===== src/rtl/ms_sync_accumulator_pkg.sv =====
// Shared types and defaults for the slave-to-master sync accumulator.
// The section enum is shared by the top module and by anything that needs to decode busy.
package ms_sync_accumulator_types;

    typedef enum logic {
        SECTION_A = 1'b0,
        SECTION_B = 1'b1
    } MsSyncAcc_SECTIONS;

    localparam int DEFAULT_INIT_VAL = 1337;

endpackage


===== src/rtl/ms_sync_accumulator_rr_arbiter.sv =====
// Combinational round-robin grant: the first requester found when searching
// from ptr upward, wrapping modulo NUM_CH.
module ms_rr_arbiter #(
    parameter int NUM_CH = 4,
    parameter int PTR_W  = $clog2(NUM_CH)
) (
    input  logic [NUM_CH-1:0] req,
    input  logic [PTR_W-1:0]  ptr,
    output logic              grant_valid,
    output logic [PTR_W-1:0]  grant
);

    always_comb begin
        logic [PTR_W:0]   sum_idx;
        logic [PTR_W-1:0] idx;
        grant_valid = 1'b0;
        grant       = '0;
        sum_idx     = '0;
        idx         = '0;
        for (int i = 0; i < NUM_CH; i++) begin
            // One spare bit holds ptr+i before the modulo fold.
            sum_idx = {1'b0, ptr} + (PTR_W+1)'(i);
            if (sum_idx >= (PTR_W+1)'(NUM_CH)) begin
                sum_idx = sum_idx - (PTR_W+1)'(NUM_CH);
            end
            idx = sum_idx[PTR_W-1:0];
            if (!grant_valid && req[idx]) begin
                grant_valid = 1'b1;
                grant       = idx;
            end
        end
    end

endmodule


===== src/rtl/ms_sync_accumulator.sv =====
// Multi-channel sync-qualified accumulator relaying slave data to one master.
// Build option MS_SYNC_ACC_SATURATE_EN makes the add unsigned-saturating.
//
// state     | meaning
// SECTION_A | accept: grant one synced channel round-robin and add its datum
// SECTION_B | publish: drive s_out/s_out_ch with a one-cycle s_out_valid, advance ptr
module ms_sync_accumulator
    import ms_sync_accumulator_types::*;
#(
    parameter int                DATA_W   = 32,
    parameter int                NUM_CH   = 4,
    parameter logic [DATA_W-1:0] INIT_VAL = DATA_W'(DEFAULT_INIT_VAL),
    parameter int                PTR_W    = $clog2(NUM_CH)
) (
    input  logic                     clk,
    input  logic                     rst,
    input  logic [NUM_CH*DATA_W-1:0] s_in,
    input  logic [NUM_CH-1:0]        s_in_sync,
    output logic [DATA_W-1:0]        s_out,
    output logic                     s_out_valid,
    output logic [PTR_W-1:0]         s_out_ch,
    output logic                     busy
);

    MsSyncAcc_SECTIONS section;
    logic [DATA_W-1:0] val_signal;
    logic [PTR_W-1:0]  ptr;
    logic [PTR_W-1:0]  cur_ch;

    logic              grant_valid;
    logic [PTR_W-1:0]  grant;
    logic [DATA_W-1:0] sel_data;
    logic [DATA_W-1:0] acc_next;
    logic [PTR_W-1:0]  ptr_next;

    ms_rr_arbiter #(
        .NUM_CH (NUM_CH),
        .PTR_W  (PTR_W)
    ) u_arb (
        .req         (s_in_sync),
        .ptr         (ptr),
        .grant_valid (grant_valid),
        .grant       (grant)
    );

    always_comb begin
        sel_data = '0;
        for (int i = 0; i < NUM_CH; i++) begin
            if (grant == PTR_W'(i)) begin
                sel_data = s_in[i*DATA_W +: DATA_W];
            end
        end
    end

`ifdef MS_SYNC_ACC_SATURATE_EN
    logic [DATA_W:0] sum_ext;
    always_comb begin
        sum_ext  = {1'b0, val_signal} + {1'b0, sel_data};
        acc_next = sum_ext[DATA_W] ? {DATA_W{1'b1}} : sum_ext[DATA_W-1:0];
    end
`else
    always_comb begin
        acc_next = val_signal + sel_data;
    end
`endif

    always_comb begin
        if (cur_ch == PTR_W'(NUM_CH-1)) begin
            ptr_next = '0;
        end else begin
            ptr_next = cur_ch + PTR_W'(1);
        end
    end

    always_ff @(posedge clk or posedge rst) begin
        if (rst) begin
            section     <= SECTION_A;
            val_signal  <= INIT_VAL;
            ptr         <= '0;
            cur_ch      <= '0;
            s_out       <= '0;
            s_out_valid <= 1'b0;
            s_out_ch    <= '0;
            busy        <= 1'b0;
        end else begin
            s_out_valid <= 1'b0;
            case (section)
                SECTION_A: begin
                    if (grant_valid) begin
                        val_signal <= acc_next;
                        cur_ch     <= grant;
                        section    <= SECTION_B;
                        busy       <= 1'b1;
                    end
                end
                SECTION_B: begin
                    // Syncs are not looked at here; held ones are served next accept.
                    s_out       <= val_signal;
                    s_out_ch    <= cur_ch;
                    s_out_valid <= 1'b1;
                    ptr         <= ptr_next;
                    section     <= SECTION_A;
                    busy        <= 1'b0;
                end
                default: begin
                    section <= SECTION_A;
                    busy    <= 1'b0;
                end
            endcase
        end
    end

endmodule

===== config.mk =====
export PLATFORM = sky130hd
export DESIGN_NAME = ms_sync_accumulator
export DESIGN_NICKNAME = d
export VERILOG_FILES = /design/src/rtl/ms_sync_accumulator_pkg.sv /design/src/rtl/ms_sync_accumulator_rr_arbiter.sv /design/src/rtl/ms_sync_accumulator.sv
export SDC_FILE = /design/constraint.sdc
export NUM_CORES = 1
export LEC_CHECK = 0
export CAP_MARGIN = 20
export CORE_MARGIN = 2
export CORE_UTILIZATION = 51
export CTS_CLUSTER_SIZE = 20
export DETAILED_ROUTE_END_ITERATION = 12
export PLACE_DENSITY = 0.88
export SYNTH_ARGS = -nofsm -noshare
export SYNTH_HDL_FRONTEND = slang
export SYNTH_HIERARCHICAL = 1
export SYNTH_SLANG_ARGS = --single-unit

===== constraint.sdc =====
create_clock -name clk -period 7.1 [get_ports clk]
set_input_delay 2.13 -clock clk [delete_from_list [all_inputs] [get_ports clk]]
set_output_delay 2.13 -clock clk [all_outputs]
set_load 0.02 [all_outputs]

pdn.png
Bar = 20 um. Pins as bars on the die edge.
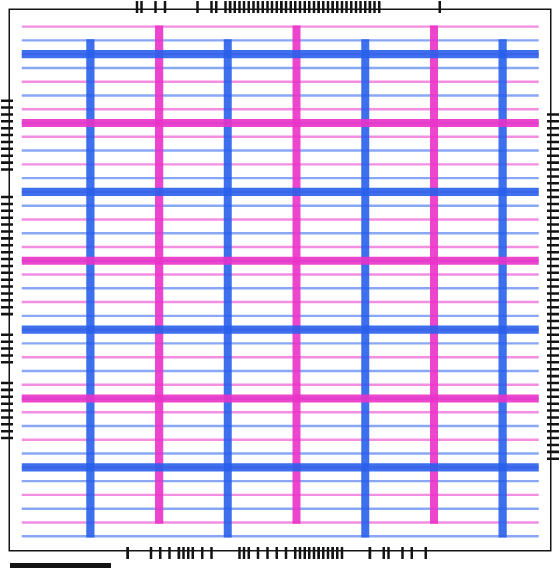
| color | net |
|---|---|
| magenta | VDD |
| blue | VSS |
met5 straps: 7
met1 rails: 38
rows: 37
met4 straps: 7
signal pins: 170

cell_classes.png
Bar = 20 um.
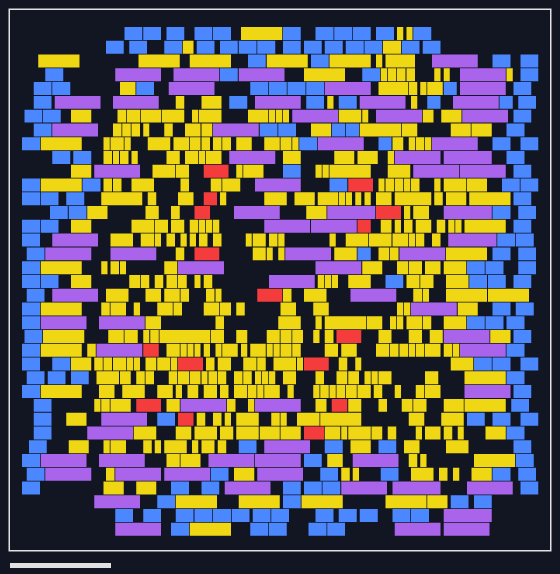
| color | class | cells |
|---|---|---|
| yellow | all other logic | 419 |
| purple | flip-flops | 73 |
| blue | other buffers and delay cells | 176 |
| red | clock drivers and dummy loads | 16 |

worst reg2reg max path, stage by stage, from the launching register on:
cell	delay, ns
dfrtp_1	0.42
inv_2	0.05
a221o_1	0.36
a21oi_4	0.17
buf_4	0.31
mux4_2	0.56
ha_1	0.44
nand4_1	0.19
nor2_1	0.15
o211ai_1	0.15
a211oi_1	0.54
nor2_1	0.20
or4_1	0.50
nand3_1	0.09
power groups by stage:
stage / logic (mW) / clock network [mW] / registers (mW)
floorplan: 1.78 / 0 / 0.881
global placement: 2.49 / 0 / 0.786
detailed placement: 2.55 / 0 / 0.799
CTS: 2.57 / 0.325 / 0.791
global route: 2.84 / 0.343 / 0.820
finish: 2.59 / 0.320 / 0.790
path summary, 6_finish.rpt:
| check | from | depth (start not counted) | slack (ns) | end |
|---|---|---|---|---|
| setup / recovery | s_in_sync[1] | 14 | 1.0 | val_signal[23]$_DFFE_PP0P_ |
| hold / removal | val_signal[31]$_DFFE_PP0P_ | 1 | 0.47 | val_signal[31]$_DFFE_PP0P_ |
| setup reg to reg | ptr[0]$_DFFE_PP0P_ | 13 | 2.91 | val_signal[23]$_DFFE_PP0P_ |
| hold reg to reg | val_signal[31]$_DFFE_PP0P_ | 1 | 0.47 | val_signal[31]$_DFFE_PP0P_ |
| max in group asynchronous | rst | 3 | 4.12 | s_out[18]$_DFFE_PP0P_ |
| min in group asynchronous | rst | 3 | 2.37 | s_out[1]$_DFFE_PP0P_ |
flip-flops by register name, indices dropped and copies added, names as in the netlist:
| name | count |
|---|---|
| s_out_valid | 1 |
| s_out | 32 |
| cur_ch | 2 |
| val_signal | 32 |
| section | 1 |
| s_out_ch | 2 |
| busy | 1 |
| ptr | 2 |
==> flow_metrics.py <==
# Synthesis and PnR figures
metrics = {
    "cells_and_area": {
        "final_cell_mix": "169 x clkdlybuf4s50_1, 67 x dfrtp_1, 65 x nand2_1",
        "seq-cell-share_pct": 25.07,
        "comb_area_share_pct": 45.52,
    },
    "critical_path": {
        "slowest_stage": "mux4_2",
        "path_delay_family": "AND-OR/OR-AND gates",
    },
    "place": {
        "post_dp_cell_area_um2": 7132,
        "place_congestion": 0.8866,
    },
    "yosys": {
        "ff_type": "dfrtp_1",
        "syn_avg_cell_area_um2": 10.18,
        "aoi_share_pct": 16.26,
    },
    "pwr": {
        "p_sw_share_pct": 47.06,
        "combPwrFrac_pct": 70.0,
    },
    "global_route": {
        "use_met1_pct": 33.13,
    },
    "detailed_routing": {
        "wl_met3_um": 997,
        "top_layer_used": "met4",
    },
    "timing": {
        "hold_viol": 0,
        "finalCritPeriodShare_pct": 85.96,
        "max_slew_margin_pct": 37.71,
    },
    "clocking": {
        "hold_buffers": 0,
    },
    "floorplanning": {
        "dieHeight_um": 106.6,
    },
    "outcome": {
        "status": "finished, final reports clean",
    },
}
Power and IR drop assume default switching activity.
